<file path="src/rtl/cpu_program_loader_if.sv">
// rtl/cpu_program_loader_if.sv - byte stream in and instruction-memory write port of the program loader
interface cpu_program_loader_if #(
   parameter int ADDR_WIDTH = 8
);
   logic                  in_valid;
   logic [7:0]            in_data;
   logic                  in_ready;
   logic                  imem_we;
   logic [ADDR_WIDTH-1:0] imem_addr;
   logic [15:0]           imem_wdata;

   // slave is the loader's view; master is the stream source / memory side
   modport slave (
      input  in_valid, in_data,
      output in_ready, imem_we, imem_addr, imem_wdata
   );

   modport master (
      output in_valid, in_data,
      input  in_ready, imem_we, imem_addr, imem_wdata
   );
endinterface

</file>
<file path="src/rtl/cpu_program_loader.sv">
// rtl/cpu_program_loader.sv - boot loader writing a length-prefixed big-endian word image into imem
module cpu_program_loader #(
   parameter int ADDR_WIDTH = 8
) (
   input  logic                 CLK,
   input  logic                 RESET,
   input  logic                 start,
   cpu_program_loader_if.slave  bus,
   output logic                 cpu_rstn,
   output logic                 busy,
   output logic                 done,
   output logic                 err
);
   localparam logic [2:0] S_IDLE    = 3'd0;
   localparam logic [2:0] S_LEN_HI  = 3'd1;
   localparam logic [2:0] S_LEN_LO  = 3'd2;
   localparam logic [2:0] S_DATA_HI = 3'd3;
   localparam logic [2:0] S_DATA_LO = 3'd4;
   localparam logic [2:0] S_RUN     = 3'd5;
   localparam logic [2:0] S_ERR     = 3'd6;

   localparam logic [16:0] CAPACITY = 17'(1) << ADDR_WIDTH;

   logic [2:0]          state;
   logic [2:0]          state_nx;
   logic [7:0]          len_hi;
   logic [15:0]         len;
   logic [7:0]          hi_byte;
   logic [ADDR_WIDTH:0] idx;
   logic [ADDR_WIDTH:0] idx_inc;
   logic [15:0]         len_new;
   logic                xfer;
   logic                hdr_bad;
   logic                last_word;
   logic                loading;

   assign loading      = (state == S_LEN_HI) || (state == S_LEN_LO) ||
                         (state == S_DATA_HI) || (state == S_DATA_LO);
   assign bus.in_ready = loading;
   assign busy         = loading;
   assign xfer         = bus.in_valid & loading;

   // index is one bit wider than the address so a full 2^ADDR_WIDTH image terminates without wrap
   assign idx_inc   = idx + 1'b1;
   assign len_new   = {len_hi, bus.in_data};
   assign hdr_bad   = (len_new == 16'd0) || ({1'b0, len_new} > CAPACITY);
   assign last_word = (17'(idx_inc) == {1'b0, len});

   always_comb begin
      state_nx = state;
      case (state)
         S_IDLE:    if (start) state_nx = S_LEN_HI;
         S_LEN_HI:  if (xfer)  state_nx = S_LEN_LO;
         S_LEN_LO:  if (xfer)  state_nx = hdr_bad ? S_ERR : S_DATA_HI;
         S_DATA_HI: if (xfer)  state_nx = S_DATA_LO;
         S_DATA_LO: if (xfer)  state_nx = last_word ? S_RUN : S_DATA_HI;
         S_RUN:     if (start) state_nx = S_LEN_HI;
         S_ERR:     if (start) state_nx = S_LEN_HI;
         default:              state_nx = S_IDLE;
      endcase
   end

   always_ff @(posedge CLK or negedge RESET) begin
      if (!RESET) begin
         state          <= S_IDLE;
         len_hi         <= '0;
         len            <= '0;
         hi_byte        <= '0;
         idx            <= '0;
         bus.imem_we    <= 1'b0;
         bus.imem_addr  <= '0;
         bus.imem_wdata <= '0;
         cpu_rstn       <= 1'b0;
         done           <= 1'b0;
         err            <= 1'b0;
      end else begin
         state       <= state_nx;
         bus.imem_we <= 1'b0;
         done        <= (state_nx == S_RUN);
         err         <= (state_nx == S_ERR);
         // released one edge after entering RUN so the final word is in memory before the first fetch
         cpu_rstn    <= (state == S_RUN) && (state_nx == S_RUN);
         if (xfer) begin
            case (state)
               S_LEN_HI:  len_hi <= bus.in_data;
               S_LEN_LO: begin
                  len <= len_new;
                  idx <= '0;
               end
               S_DATA_HI: hi_byte <= bus.in_data;
               S_DATA_LO: begin
                  bus.imem_we    <= 1'b1;
                  bus.imem_addr  <= idx[ADDR_WIDTH-1:0];
                  bus.imem_wdata <= {hi_byte, bus.in_data};
                  idx            <= idx_inc;
               end
               default: ;
            endcase
         end
      end
   end
endmodule

</file>
<file path="src/flat_wrapper.sv">
// flat-port wrapper written by rule: the top's interface ports become plain ports
module cpu_program_loader_flat 
#(
   parameter int ADDR_WIDTH = 8
)
  (CLK, RESET, start, cpu_rstn, busy, done, err, bus_in_valid, bus_in_data, bus_in_ready, bus_imem_we, bus_imem_addr, bus_imem_wdata);
  cpu_program_loader_if #(.ADDR_WIDTH(ADDR_WIDTH)) bus_i ();
  input  logic CLK;
  input  logic RESET;
  input  logic start;
  output logic cpu_rstn;
  output logic busy;
  output logic done;
  output logic err;
  input wire logic [$bits(bus_i.in_valid)-1:0] bus_in_valid;
  input wire logic [$bits(bus_i.in_data)-1:0] bus_in_data;
  output wire logic [$bits(bus_i.in_ready)-1:0] bus_in_ready;
  output wire logic [$bits(bus_i.imem_we)-1:0] bus_imem_we;
  output wire logic [$bits(bus_i.imem_addr)-1:0] bus_imem_addr;
  output wire logic [$bits(bus_i.imem_wdata)-1:0] bus_imem_wdata;
  assign bus_i.in_valid = bus_in_valid;
  assign bus_i.in_data = bus_in_data;
  assign bus_in_ready = bus_i.in_ready;
  assign bus_imem_we = bus_i.imem_we;
  assign bus_imem_addr = bus_i.imem_addr;
  assign bus_imem_wdata = bus_i.imem_wdata;
  cpu_program_loader #(.ADDR_WIDTH(ADDR_WIDTH)) u_core (.CLK(CLK), .RESET(RESET), .start(start), .bus(bus_i), .cpu_rstn(cpu_rstn), .busy(busy), .done(done), .err(err));
endmodule
</file>
<file path="config.mk">
export PLATFORM = sky130hd
export DESIGN_NAME = cpu_program_loader_flat
export DESIGN_NICKNAME = d
export VERILOG_FILES = /design/src/rtl/cpu_program_loader_if.sv /design/src/rtl/cpu_program_loader.sv /design/src/flat_wrapper.sv
export SDC_FILE = /design/constraint.sdc
export NUM_CORES = 1
export LEC_CHECK = 0
export ABC_AREA = 1
export CORE_ASPECT_RATIO = 1.5
export CORE_MARGIN = 1.5
export CORE_UTILIZATION = 25
export CTS_BUF_LIST = sky130_fd_sc_hd__clkbuf_8
export DETAILED_ROUTE_END_ITERATION = 8
export PLACE_DENSITY = 0.43
export SYNTH_ARGS = -nofsm -noshare
export SYNTH_HDL_FRONTEND = slang
export SYNTH_SLANG_ARGS = --single-unit
</file>
<file path="constraint.sdc">
create_clock -name CLK -period 1.5 [get_ports CLK]
set_input_delay 0.3 -clock CLK [delete_from_list [all_inputs] [get_ports CLK]]
set_output_delay 0.3 -clock CLK [all_outputs]
set_load 0.02 [all_outputs]
</file>
==> summary.txt <==
The run has ended; figures from its reports follow.

The flow ran to the end, but the final reports show violations. The checks that failed: setup timing. The timing report shows that the slowest cell on the worst path is sky130_fd_sc_hd__dfrtp_1. The number of filler cells placed in the layout is 1281. The worst register-to-register path ends at u_core.err$_DFF_PN0_. The non-clock buffer instance count of the final layout is 113.

The area occupied by multi-input gates came out at 1400 um^2. The die span in y came out at 140 um. The sort of element at the start of the critical path is a flop. After clock tree synthesis, the repair step resized 122 gates. The post-placement cell area came out at 4230 um^2. The layout has 39 inverters outside the clock class. The synthesis report lists the Yosys warning total as 0. The worst setup margin came out at -0.265 ns. Setup repair after global routing could not meet its margin everywhere. The worst register-to-register path has a depth of 13. The report puts the hold buffer count at CTS at 1. The via count of the first global-routing pass was 2925. The share of total power in combinational logic came out at 46.1%. In this run the worst setup path terminates at u_core.err$_DFF_PN0_. The longest clock path from root to sink contains 2 buffers. TritonCTS built the clock tree. The final setup violation count came out at 39. Per the timing report, the most critical flop-to-flop path originates at u_core.idx[1]$_DFFE_PN0P_. The cell type contributing the most total cell area after synthesis is sky130_fd_sc_hd__dfrtp_1. Of the available clock period, the critical path in the final layout requires 118%. According to the CTS report, the clock sink count is 72. The setup slack of the most critical reg-to-reg path is -0.26 ns. In the setup report, the worst path falls into the class flop to flop. The top flip-flop cell by instance count after synthesis is sky130_fd_sc_hd__dfrtp_1. The largest non-sequential cell family by area is simple AND/OR/NAND/NOR gates. Data on the critical path arrives at its endpoint at 2.02 ns. The initial antenna violation count came out at 0. Listed in order, past its start point the critical path passes ha_4 > nand2_4 > nor2_4 > nand2_1 > nand2_2 > nand3_1 > nand2_1 > nor2_2 > nand3_2 > nand2_2 > nand2_2 > a21oi_2 > nor2_1.
## per-layer routing
| metal | up-vias | wire length, um | GRT usage (%) |
|---|---|---|---|
| met5 | - | 0 | 0 |
| met1 | 1339 | 3570 | 16.6 |
| li1 | 1428 | - | - |
| met4 | 0 | 256 | 8.72 |
| met3 | 15 | 204 | 2.39 |
| met2 | 31 | 4910 | 26.8 |
## stage by stage
stage / TNS, ns / instances / util, % / worst slack [ns]
3_3_place_gp: -10.52 / 626 / 34.2 / -0.483
5_1_grt: -6.12 / 651 / 39.5 / -0.473
3_5_place_dp: -10.20 / 626 / 34.2 / -0.472
2_1_floorplan: -0.419 / 377 / - / -0.108
4_1_cts: -2.79 / 648 / 38.3 / -0.281
6_report: -2.00 / 651 / 39.5 / -0.265
placed.png
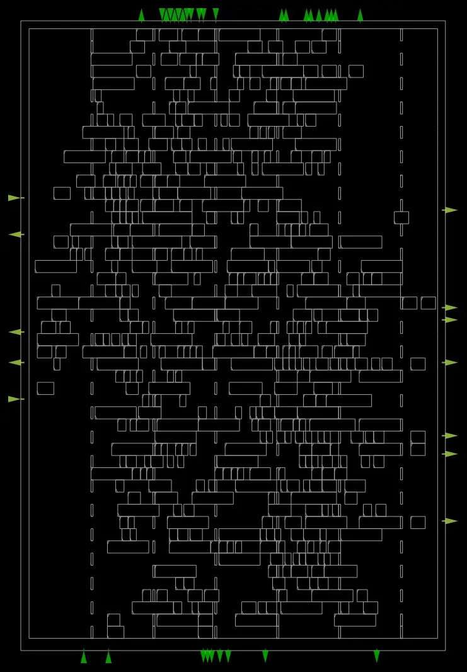
share of cell area taken by flip-flops and latches: 36.8%
number of well-tap cells placed: 156
area of the core: 12400 um^2
flop count: 72

util_map.png
Scale: 3 px per um. The die is cut into 9 by 14 equal tiles; dark blue is low, red is high, 0 to 100% covered.
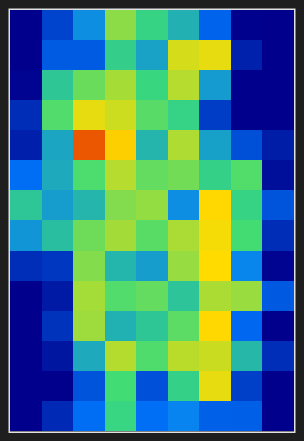
- nearly empty tiles: 16%
- tiles over 75% full: 4.0%
- fullest tile: 90%
core utilization at floorplan: 25.4%
end-of-flow core utilization: 39.5%

sizing.png
Scale: 3 px per um.
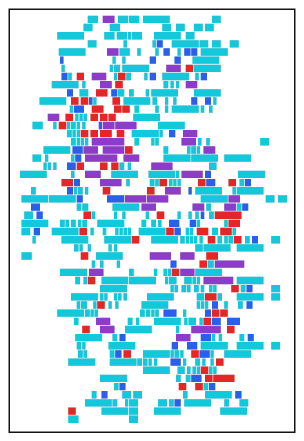
- x3 and x4: red (cells 63; share 13%)
- x6 and larger: purple (cells 38; share 7.7%)
- x2: blue (cells 60; share 12%)
- x1 and smaller: cyan (cells 334; share 67%)
area of all placed cells without fillers: 4900 um^2
area growth from synthesis to final layout: 55.5%
final worst slack: -0.265 ns

port_trees.png
Scale: 3 px per um.
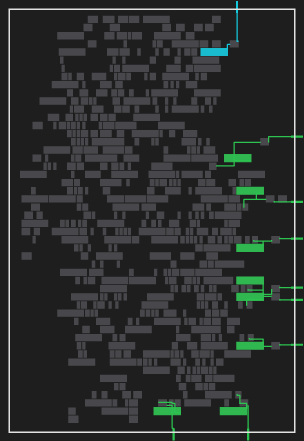
- bus_imem_we: cyan (bits 1; direction output; end cells 1; buffers 1; wire 13.3 um)
- bus_imem_addr: green (bits 8; direction output; end cells 8; buffers 8; wire 156 um)
# port buffers: 41
io pins: 42

m1.png
Scale: 4 px per um. Supply wires on this layer in grey.
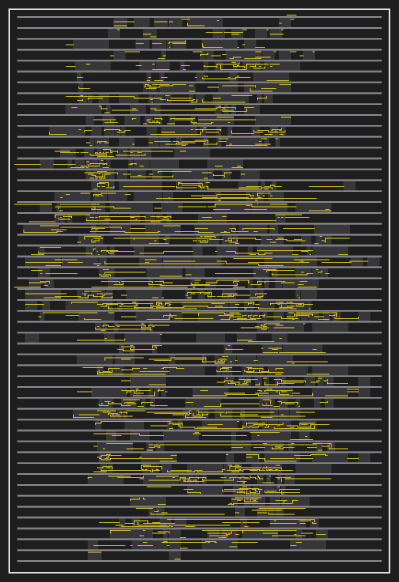
- share of all routed wire: 40%
- nets with wire on the layer: 459
- wire length on this layer: 3570 um
- longest straight run: 47.4 um
- main direction: horizontal
total detailed-routing wirelength: 8.94 mm
total vias in the final route: 2813
met1 routing resource usage after global routing: 16.6%

Power is estimated from default activity; no workload was simulated.
